`config.mk`:
```
export PLATFORM = sky130hd
export DESIGN_NAME = paddle_flat
export DESIGN_NICKNAME = d
export VERILOG_FILES = /design/src/rtl/paddle_if.sv /design/src/rtl/paddle.sv /design/src/flat_wrapper.sv
export SDC_FILE = /design/constraint.sdc
export NUM_CORES = 1
export LEC_CHECK = 0
export ABC_AREA = 1
export CAP_MARGIN = 0
export CORE_AREA = 8 8 96 98
export DETAILED_ROUTE_END_ITERATION = 16
export DIE_AREA = 0 0 104 106
export GPL_TIMING_DRIVEN = 0
export SLEW_MARGIN = 10
export SYNTH_ARGS = -nofsm -noshare
export SYNTH_HDL_FRONTEND = slang
export SYNTH_SLANG_ARGS = --single-unit
```
`constraint.sdc`:
```
create_clock -name clk -period 5.5 [get_ports clk]
set_input_delay 1.1 -clock clk [delete_from_list [all_inputs] [get_ports clk]]
set_output_delay 1.1 -clock clk [all_outputs]
set_load 0.02 [all_outputs]
```
`src/rtl/paddle_if.sv`:
```
// Paddle control bundle: encoder/auto inputs toward the paddle, bitmap and position back out.
interface paddle_if;
  logic        enc_a;
  logic        enc_b;
  logic        auto_mode;
  logic [3:0]  ball_y;
  logic [15:0] paddle;
  logic [3:0]  pos;
  logic        moved;

  modport master (
    output enc_a, enc_b, auto_mode, ball_y,
    input  paddle, pos, moved
  );

  modport slave (
    input  enc_a, enc_b, auto_mode, ball_y,
    output paddle, pos, moved
  );
endinterface

```
`src/rtl/paddle.sv`:
```
// Paddle position controller: debounced quadrature encoder in manual mode,
// ball-tracking divider in auto mode; registered occupancy bitmap output.
module paddle #(
    parameter int PADDLE_LEN = 3,
    parameter int DEBOUNCE   = 4,
    parameter int AUTO_DIV   = 100
) (
    input logic   clk,
    input logic   reset_n,
    paddle_if.slave bus
);

    localparam int          MAX_POS   = 16 - PADDLE_LEN;
    localparam int          HALF      = PADDLE_LEN / 2;
    localparam logic [3:0]  MAX_POS4  = 4'(MAX_POS);
    localparam logic [3:0]  RESET_POS = 4'((16 - PADDLE_LEN) / 2);
    localparam logic [15:0] MASK      = 16'((1 << PADDLE_LEN) - 1);
    localparam int          DIV_W     = $clog2(AUTO_DIV);
    localparam logic [DIV_W-1:0] DIV_LAST = DIV_W'(AUTO_DIV - 1);

    logic              a_meta, a_sync, b_meta, b_sync;
    logic [1:0]        ab_sync;
    logic              loaded;
    logic [1:0]        db_ab, cand;
    logic [7:0]        db_cnt, cnt_next;
    logic              accept;
    logic signed [1:0] step_dec, step;
    logic signed [3:0] acc, acc_sum, acc_next;
    logic [DIV_W-1:0]  div, div_next;
    logic [3:0]        pos_q, pos_next, target;
    logic [15:0]       paddle_q;
    logic              moved_q;
    int                tgt;

    assign ab_sync = {a_sync, b_sync};

    always_ff @(posedge clk or negedge reset_n) begin
        if (!reset_n) begin
            a_meta <= 1'b0;
            a_sync <= 1'b0;
            b_meta <= 1'b0;
            b_sync <= 1'b0;
        end else begin
            a_meta <= bus.enc_a;
            a_sync <= a_meta;
            b_meta <= bus.enc_b;
            b_sync <= b_meta;
        end
    end

    always_comb begin
        cnt_next = (ab_sync == cand) ? db_cnt + 8'd1 : 8'd1;
        accept   = loaded && (ab_sync != db_ab) && (cnt_next >= 8'(DEBOUNCE));
        case ({db_ab, ab_sync})
            4'b0001, 4'b0111, 4'b1110, 4'b1000: step_dec = 2'sd1;
            4'b0010, 4'b1011, 4'b1101, 4'b0100: step_dec = -2'sd1;
            default:                            step_dec = 2'sd0;
        endcase
    end

    // The decoded step is registered with the debounced state, giving one
    // cycle of latency between acceptance and the position update.
    always_ff @(posedge clk or negedge reset_n) begin
        if (!reset_n) begin
            loaded <= 1'b0;
            db_ab  <= '0;
            cand   <= '0;
            db_cnt <= '0;
            step   <= '0;
        end else begin
            step <= '0;
            cand <= ab_sync;
            if (!loaded) begin
                loaded <= 1'b1;
                db_ab  <= ab_sync;
                db_cnt <= '0;
            end else if (ab_sync == db_ab) begin
                db_cnt <= '0;
            end else if (accept) begin
                db_ab  <= ab_sync;
                db_cnt <= '0;
                step   <= step_dec;
            end else begin
                db_cnt <= cnt_next;
            end
        end
    end

    always_comb begin
        tgt = int'(bus.ball_y) - HALF;
        if (tgt < 0)
            tgt = 0;
        else if (tgt > MAX_POS)
            tgt = MAX_POS;
        target = 4'(tgt);
    end

    always_comb begin
        pos_next = pos_q;
        acc_next = acc;
        div_next = div;
        acc_sum  = acc + $signed({{2{step[1]}}, step});
        if (bus.auto_mode) begin
            acc_next = '0;
            if (div == DIV_LAST) begin
                div_next = '0;
                if (pos_q < target)
                    pos_next = pos_q + 4'd1;
                else if (pos_q > target)
                    pos_next = pos_q - 4'd1;
            end else begin
                div_next = div + DIV_W'(1);
            end
        end else begin
            div_next = '0;
            if (acc_sum == 4'sd4) begin
                acc_next = '0;
                if (pos_q < MAX_POS4)
                    pos_next = pos_q + 4'd1;
            end else if (acc_sum == -4'sd4) begin
                acc_next = '0;
                if (pos_q != 4'd0)
                    pos_next = pos_q - 4'd1;
            end else begin
                acc_next = acc_sum;
            end
        end
    end

    always_ff @(posedge clk or negedge reset_n) begin
        if (!reset_n) begin
            pos_q    <= RESET_POS;
            paddle_q <= MASK << RESET_POS;
            moved_q  <= 1'b0;
            acc      <= '0;
            div      <= '0;
        end else begin
            pos_q    <= pos_next;
            paddle_q <= MASK << pos_next;
            moved_q  <= (pos_next != pos_q);
            acc      <= acc_next;
            div      <= div_next;
        end
    end

    assign bus.pos    = pos_q;
    assign bus.paddle = paddle_q;
    assign bus.moved  = moved_q;

endmodule

```
`src/flat_wrapper.sv`:
```
// flat-port wrapper written by rule: the top's interface ports become plain ports
module paddle_flat 
#(
    parameter int PADDLE_LEN = 3,
    parameter int DEBOUNCE   = 4,
    parameter int AUTO_DIV   = 100
)
  (clk, reset_n, bus_enc_a, bus_enc_b, bus_auto_mode, bus_ball_y, bus_paddle, bus_pos, bus_moved);
  paddle_if bus_i ();
  input logic clk;
  input logic reset_n;
  input wire logic [$bits(bus_i.enc_a)-1:0] bus_enc_a;
  input wire logic [$bits(bus_i.enc_b)-1:0] bus_enc_b;
  input wire logic [$bits(bus_i.auto_mode)-1:0] bus_auto_mode;
  input wire logic [$bits(bus_i.ball_y)-1:0] bus_ball_y;
  output wire logic [$bits(bus_i.paddle)-1:0] bus_paddle;
  output wire logic [$bits(bus_i.pos)-1:0] bus_pos;
  output wire logic [$bits(bus_i.moved)-1:0] bus_moved;
  assign bus_i.enc_a = bus_enc_a;
  assign bus_i.enc_b = bus_enc_b;
  assign bus_i.auto_mode = bus_auto_mode;
  assign bus_i.ball_y = bus_ball_y;
  assign bus_paddle = bus_i.paddle;
  assign bus_pos = bus_i.pos;
  assign bus_moved = bus_i.moved;
  paddle #(.PADDLE_LEN(PADDLE_LEN), .DEBOUNCE(DEBOUNCE), .AUTO_DIV(AUTO_DIV)) u_core (.clk(clk), .reset_n(reset_n), .bus(bus_i));
endmodule
```
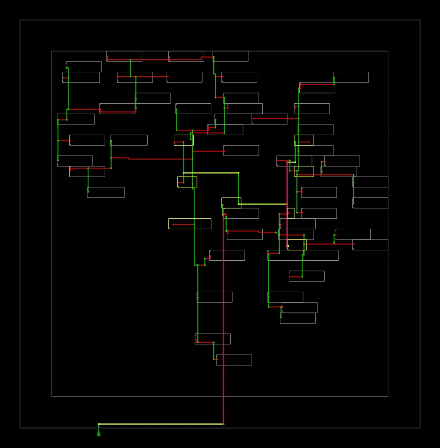
Fig. 1. Clock routing.
CLK BUF: 6
clk_skew: 12.07 ps
seq_cells: 51
clk pwr: 269 uW

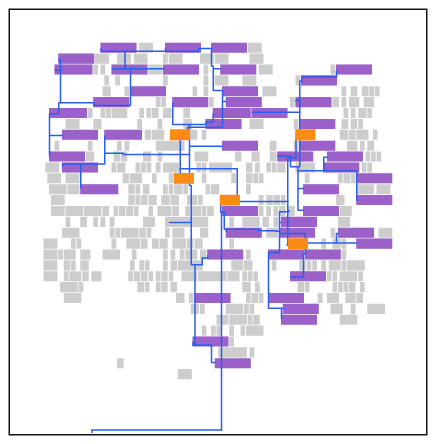
Fig. 2. Clock network drawn from the DEF.
Scale: 4 px per micron.
clock wires -> blue  # length 653 microns
clock-net drivers -> orange  # count 5
flip-flops -> purple  # count 51
routed clock nets = 6

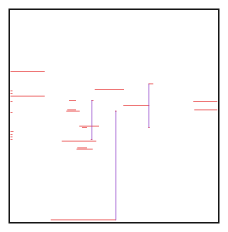
Fig. 3. Metal layers overlaid.
Scale: 2 px per micron. Only two layers are drawn.
M4 -> purple  # wire length 95.9 microns
M3 -> red  # wire length 181 microns
Vias: 2266
final wirelength: 5501 microns
gr usage total: 11.06%
drt wl/cell: 11.41 microns

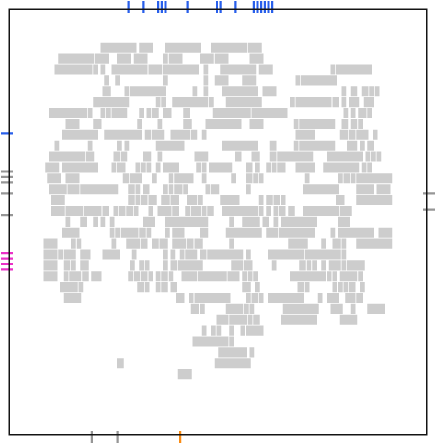
Fig. 4. Pin map.
Scale: 4 px per micron. Pins as bars across the die edge, other pins in grey.
bus_auto_mode -> orange  # pins 1, direction input, edge south
bus_ball_y -> magenta  # pins 4, direction input, edge west
bus_paddle -> blue  # pins 16, direction output, edge 15 north, 1 west
all pins by edge = 15 north, 10 west, 3 south, 2 east
Die Y: 106 microns
I/O Buffers: 29
Die Width: 104 microns

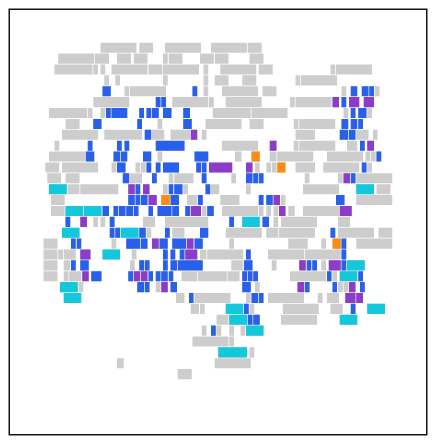
Fig. 5. Selected gate families.
Scale: 4 px per micron.
and/or cells -> orange  # cells 4
nand cells -> blue  # cells 133
aoi and oai cells -> purple  # cells 31
fa/ha/maj cells -> cyan  # cells 18

==> ci_impl_report.md <==
## Synthesis and layout report

| Metric | Value |
|---|---|
| Post-Layout Cell Count | `482` |
| Critical Path RT | `5690 ps` |
| WL met2 | `2713 microns` |
| Most common library cells after synthesis | `nand2_1 (77), dfrtp_1 (46), nor2_1 (34)` |
| Arrival time at the worst endpoint | `3860 ps` |
| Netlist Area Pre-Place | `2853 sq um` |
| Yosys Warn Count | `0` |
| Remaining antenna violation count | `0` |
| #FFs+latches synth | `51` |
| Total placed cells including tap cells | `474` |
| # Cells Yosys | `334` |
| Worst path most repeated cell | `nand2_1` |
| Max Transition Viols Final | `0` |
| Fraction of registers with async set/reset | `100.0%` |
| Area of the core | `7845 sq um` |
| Net Sw Power | `563.3 uW` |
| Detailed Route Iter0 Violations | `72` |
| Post-synthesis xor/xnor area fraction | `4.298%` |
| Area leader share | `40.35%` |
| Largest net degree at the start of global routing | `38` |
| Post-DP HPWL | `4290 microns` |
| Critical path launch point type | `primary input` |
| Area-dominant class | `multi-input combinational cells` |
| Most frequent cells in the layout | `nand2_1 (77), dfrtp_1 (46), nor2_1 (34)` |
| Initial antenna violation count | `0` |
| Sequential share of the synthesized area | `44.96%` |
| WS Path Type | `in2reg` |
| Layer with the highest usage | `met2` |
| Synth Instances | `334` |
| CP max-delay cell | `clkdlybuf4s50_1` |
| Well Taps | `105` |
| Met2 Resource Use GR | `18.93%` |
| Final net count | `403` |
| CTS tree | `done` |
| Placer Congestion | `0.8947` |
| Mux frac, synth | `0%` |
| Comb/total area | `41.67%` |
| Largest cells by area after synthesis | `dfrtp_1 (40%), nand2_1 (10%), ha_1 (7.5%)` |
| Yosys simple share | `29.43%` |
| Postcts setup bufs | `0` |
| Register-to-Register Path Depth | `12` |
| Max_cap viols | `0` |
| Register clock-pin slew on the reported worst setup and hold paths | `100 ps` |
| Setup ws final | `1824 ps` |
| Pre-CTS setup slack | `1489 ps` |
| Drt via density | `4.701` |
| RSZ-0062 raised after global routing | `false` |
| Aoi share | `7.237%` |
| Clock buf/inv share | `3.433%` |
| Net Sw Frac | `40.13%` |
| Chip area in the Yosys report | `2853 sq um` |
| Outcome | `finished clean` |
| Hold_buf cts | `0` |
| Worst reg2reg path endpoint | `u_core.bus.paddle[9]$_DFF_PN0_` |
| PwrDens | `409.7 nW/um^2` |
| Worst path max stage delay | `520 ps` |
| Non-clock buffer instance count of the final layout | `31` |
| # DRC | `0` |
| Final worst path period share | `66.83%` |
| Power share of the sequential group | `36.0%` |
| Tool warnings | `31` |
| Fill cells | `805` |
[logic make-up after synthesis]
logic type               Yosys count
AND-OR/OR-AND                     33
XOR/XNOR                          14
adder cells (fa/ha/maj)           18
buffers and inverters             39
flip-flops                        51
other                              2
AND/OR/NAND/NOR                  177
[power by group through the flow]
stage / Sequential (uW) / Clock (uW) / Combinational (uW)
after floorplan: 568 / 0 / 365
after global placement: 513 / 0 / 627
after detailed placement: 513 / 0 / 635
after CTS: 506 / 279 / 639
after global routing: 517 / 295 / 708
final: 505 / 269 / 630
[how the worst min path moves through the flow]
stage / startpoint / endpoint / slack, ps / depth (start not counted)
after floorplan: u_core.a_meta$_DFF_PN0_ / u_core.a_sync$_DFF_PN0_ / 330 / 0
after global placement: u_core.a_meta$_DFF_PN0_ / u_core.a_sync$_DFF_PN0_ / 340 / 0
after detailed placement: u_core.a_meta$_DFF_PN0_ / u_core.a_sync$_DFF_PN0_ / 340 / 0
after CTS: u_core.a_meta$_DFF_PN0_ / u_core.a_sync$_DFF_PN0_ / 360 / 0
after global routing: u_core.b_meta$_DFF_PN0_ / u_core.b_sync$_DFF_PN0_ / 380 / 0
final: u_core.a_meta$_DFF_PN0_ / u_core.a_sync$_DFF_PN0_ / 360 / 0
[registers in the layout, summed over array words and instances, names as in the netlist, 2 cells and up]
name and cells:
u_core.bus.paddle 16, u_core.step 2, u_core.bus.pos 4, u_core.div 7, u_core.acc 4, u_core.db_ab 2, u_core.db_cnt 8, u_core.cand 2
[metrics by stage]
stage / hold slack (ps) / area (sq um)
finish: 355.4 / 3426
global route: 383.6 / 3426
CTS: 360.1 / 3426
detailed placement: 341.0 / 3308
global placement: 344.1 / 3293
floorplan: 331.2 / 2872
Power is estimated from default activity; no workload was simulated.
